Design hazard_ctrl, sky130hd; sources not shown.
Fig. 1: M1 wires
Bar = 20 µm. Supply wires on this layer in grey.
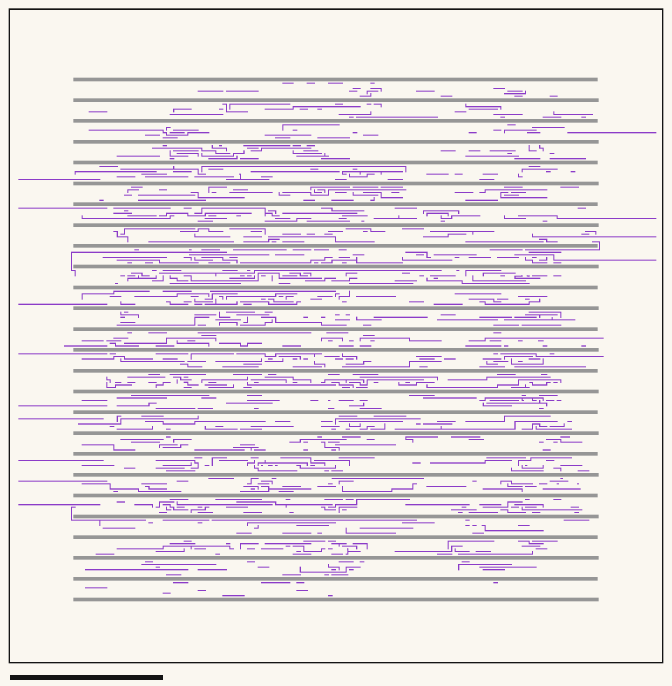
- nets with wire on the layer: 348
- share of all routed wire: 44%
- wire length on this layer: 2890 µm
DR vias: 2433
Total Wirelength: 6.64 mm

Fig. 2: M2 wires
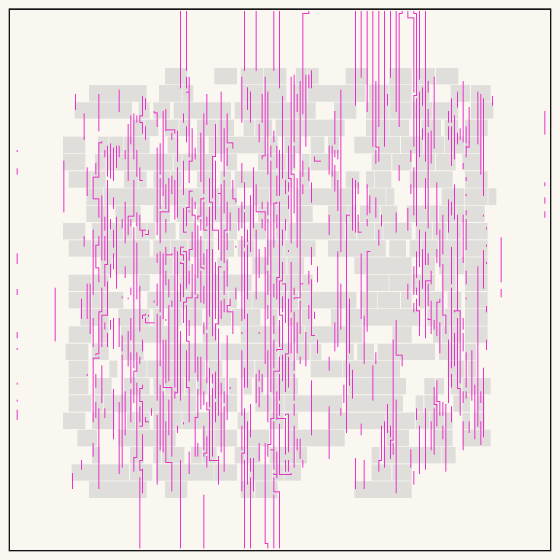
- main direction: vertical
- wire length on this layer: 3260 µm
grt met2 use: 0.313

Fig. 3: signal wires on met3
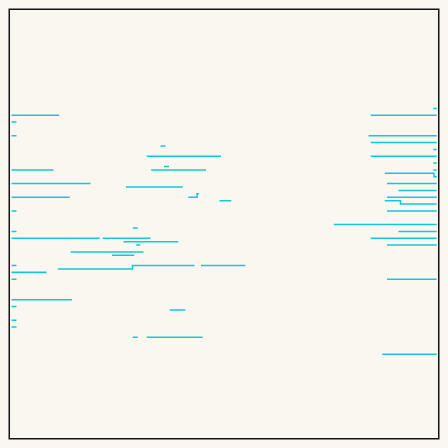
- share of all routed wire: 6.0%
- wire length on this layer: 399 µm
- main direction: horizontal
met3 Use GR: 0.0521

Fig. 4: cell classes on the final placement
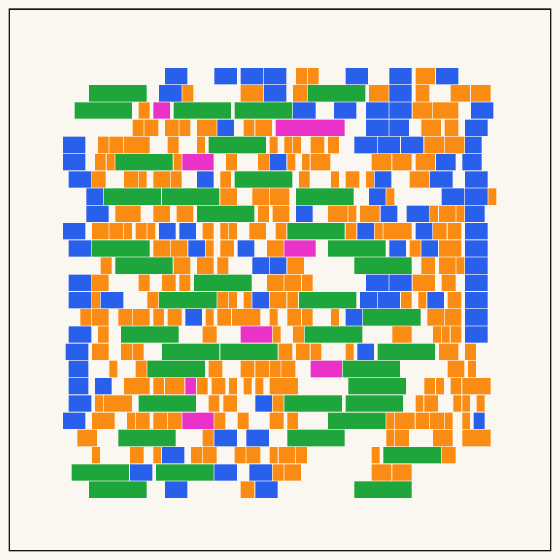
- remaining buffers and delay cells: blue (cells 90; share of their area 25%)
- clock drivers and dummy loads: magenta (cells 8; share of their area 3.4%)
- registers: green (cells 40; share of their area 30%)
- remaining logic cells: orange (cells 223; share of their area 41%)
post-layout util: 0.721
Rows: 25

Fig. 5: routing congestion
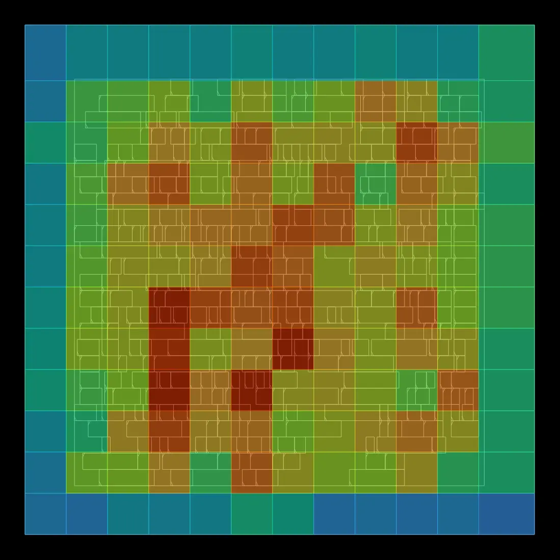
GRT Util Overall: 0.185
DR WL/cell: 16.0 µm

==> deck_impl_summary.md <==
Physical Implementation Snapshot

Run status
  – Status: finished, final reports clean

Floorplanning
  – DIE WIDTH: 85.2 µm
  – Die Ht: 85.2 µm
  – Initial core utilization: 0.514
  – DIE AREA: 0.00726 mm²
  – Ports: 64
  – Core area: 0.00466 mm²

Worst setup path
  – Crit path kind: primary input to flop
  – R2r setup slk: 0.12 ns
  – Worst Path Max Fanout: 12
  – Length in cells of the worst reg-to-reg path: 6
  – Crit. End Element: flop
  – Crit path DRT: 2.52 ns
  – Worst Path Arrival: 2.46 ns
  – Startpoint Class: primary input

Timing
  – WHS: 0.0564 ns
  – Final setup violation count: 0
  – Minimum clock period: 2.24 ns
  – FMAX: 446 MHz
  – Worst setup margin: 0.0588 ns
  – Final period util: 0.974
  – Slew margin rel.: 0.605
  – Final Hold Vio Count: 0
  – RSZ-0062 raised after global routing: yes
  – Setup TNS: 0 ns
  – Skew final: 0.00846 ns
  – Slew @ Worst Pin: 0.585 ns
  – Slew Viols, Final: 0

Synthesis
  – Post-synth cell types: 42
  – Synth Cell Area: 0.00240 mm²
  – Adder Area Share: 0.0157
  – Avg Inst Size Synth: 8.68 µm²
  – Simple-gate share of the synthesized area: 0.273
  – Syn_nets: 303
  – EDFF count, synth: 0
  – Ao+oa area frac: 0.178
  – Synth flops: 40
  – Async SR Flop Fraction: 1.00
  – Area reported by Yosys stat: 0.00240 mm²
  – Seq share, synth: 0.418
  – MUX share of area: 0.0183
  – Syn Inst Count: 276
  – Yosys warns: 0
  – Yosys cell count: 276
  – Primary FF master, synth: dfrtp_1
  – Synth Area in XOR/XNOR: 0.0548
  – Logic family by area: simple AND/OR/NAND/NOR gates

Finish
  – Most used logic cell in the final layout: clkdlybuf4s50_1
  – Most frequent cells in the layout: clkdlybuf4s50_1 (56), dfrtp_1 (40), a21oi_1 (27), buf_4 (27)
  – Area Overhead vs Synth: 40.3%
  – Non-filler cells, final: 415
  – Share of layout cells above drive strength 1: 0.130
  – Diodes inserted: 0
  – Max reg flops: 32
  – Layout Nets: 387
  – Final Cell Area: 0.00336 mm²
  – Fillers: 375

Pwr
  – Comb pwr share: 0.230
  – Static Leak: 1.31 nW
  – Reg power frac: 0.457
  – Pwr dens: 545 mW/mm²
  – Net Sw Frac: 0.283
  – Total Power: 1.83 mW
  – VDD IR max: 0.367 mV
  – Clock network power share: 0.314
  – Internal power component: 1.31 mW
  – P_sw: 0.518 mW

Clock tree
  – CTS root buf: clkbuf_8
  – Hold-fix buffers, CTS: 0
  – CTS sink count: 40
  – Total CTS buffers: 5
  – Clock Tree Buf Depth: 2
  – Clock Latency Late Sink: 0.30 ns
  – H-tree Lvls: 2
  – Reg clk slew, reported paths: 0.08 ns
  – CTS tree: done

GRT
  – Largest net degree at the start of global routing: 42
  – Initial antenna violation count: 0
  – First-pass GRT wire length: 11.1 mm
  – GRT overflow: 0
  – Vias in the first global route: 2383

Routing
  – Drt via density: 5.86
  – Drt initial violations: 92
  – Drt pass-1 iters: 4
  – Detail Route Antenna Nets: 0
  – Number of remaining DRC errors: 0

Flow run
  – Maxcap violations: 0
  – Log Warnings: 28

Worst hold path
  – Hold Path Class: primary input to async pin

Place
  – IO Port Bufs: 63
  – Post-Place Cells: 407
  – Placed Area: 0.00324 mm²
  – Post-DP HPWL: 4.98 mm
  – Pre-CTS setup slack: -0.288 ns
  – Placer Congestion: 0.817
-- final cells by class --
type | instances | area, µm² | area share
Multi-Input combinational cell | 211 | 1320 | 0.391
Sequential cell | 40 | 1000 | 0.298
Timing Repair Buffer | 90 | 821 | 0.244
Clock buffer | 6 | 76.3 | 0.0227
Tap cell | 54 | 67.6 | 0.0201
Inverter | 12 | 45.0 | 0.0134
Clock inverter | 2 | 35.0 | 0.0104
-- worst max-delay path, cell delays in order --
cell and delay (ns):
clkdlybuf4s50_1 0.55, xnor2_1 0.14, nand4_1 0.18, o22ai_2 0.19, a21oi_2 0.14, buf_4 0.20
buf_4 0.17, or4_1 0.50, a21oi_1 0.16
-- what timing repair did --
action	in CTS	in global routing
gates resized	8	2
setup buffers	0	0
pin swaps	1	1
setup endpoints to repair	3	7
-- metal layers --
layer  share of wire  track usage
met3           0.060       0.0521
met5               0            0
met2            0.49        0.313
met1            0.44        0.220
met4           0.014       0.0599
-- synthesized netlist by cell type (5+ instances only) --
library cell  instances  share of area
nand4_1               9          0.023
nor2_1               21          0.033
and2_1                5          0.013
nand3_1               8          0.017
or3_1                16          0.042
dfrtp_1              40           0.42
o31ai_1              12          0.038
nor3_1                5          0.010
a21oi_1              28          0.058
nand2_1              21          0.033
o21ai_0              14          0.029
xnor2_1              15          0.055
inv_1                11          0.017
or4_1                12          0.038
o21ai_1               5          0.010
clkbuf_1              8          0.013
-- power groups by stage --
stage / clock, mW / combinational (mW) / sequential, mW
final: 0.575 / 0.420 / 0.836
after global routing: 0.613 / 0.472 / 0.848
after CTS: 0.585 / 0.423 / 0.835
after detailed placement: 0 / 0.422 / 0.849
after global placement: 0 / 0.413 / 0.842
after floorplan: 0 / 0.249 / 0.836
Power and IR drop assume default switching activity.
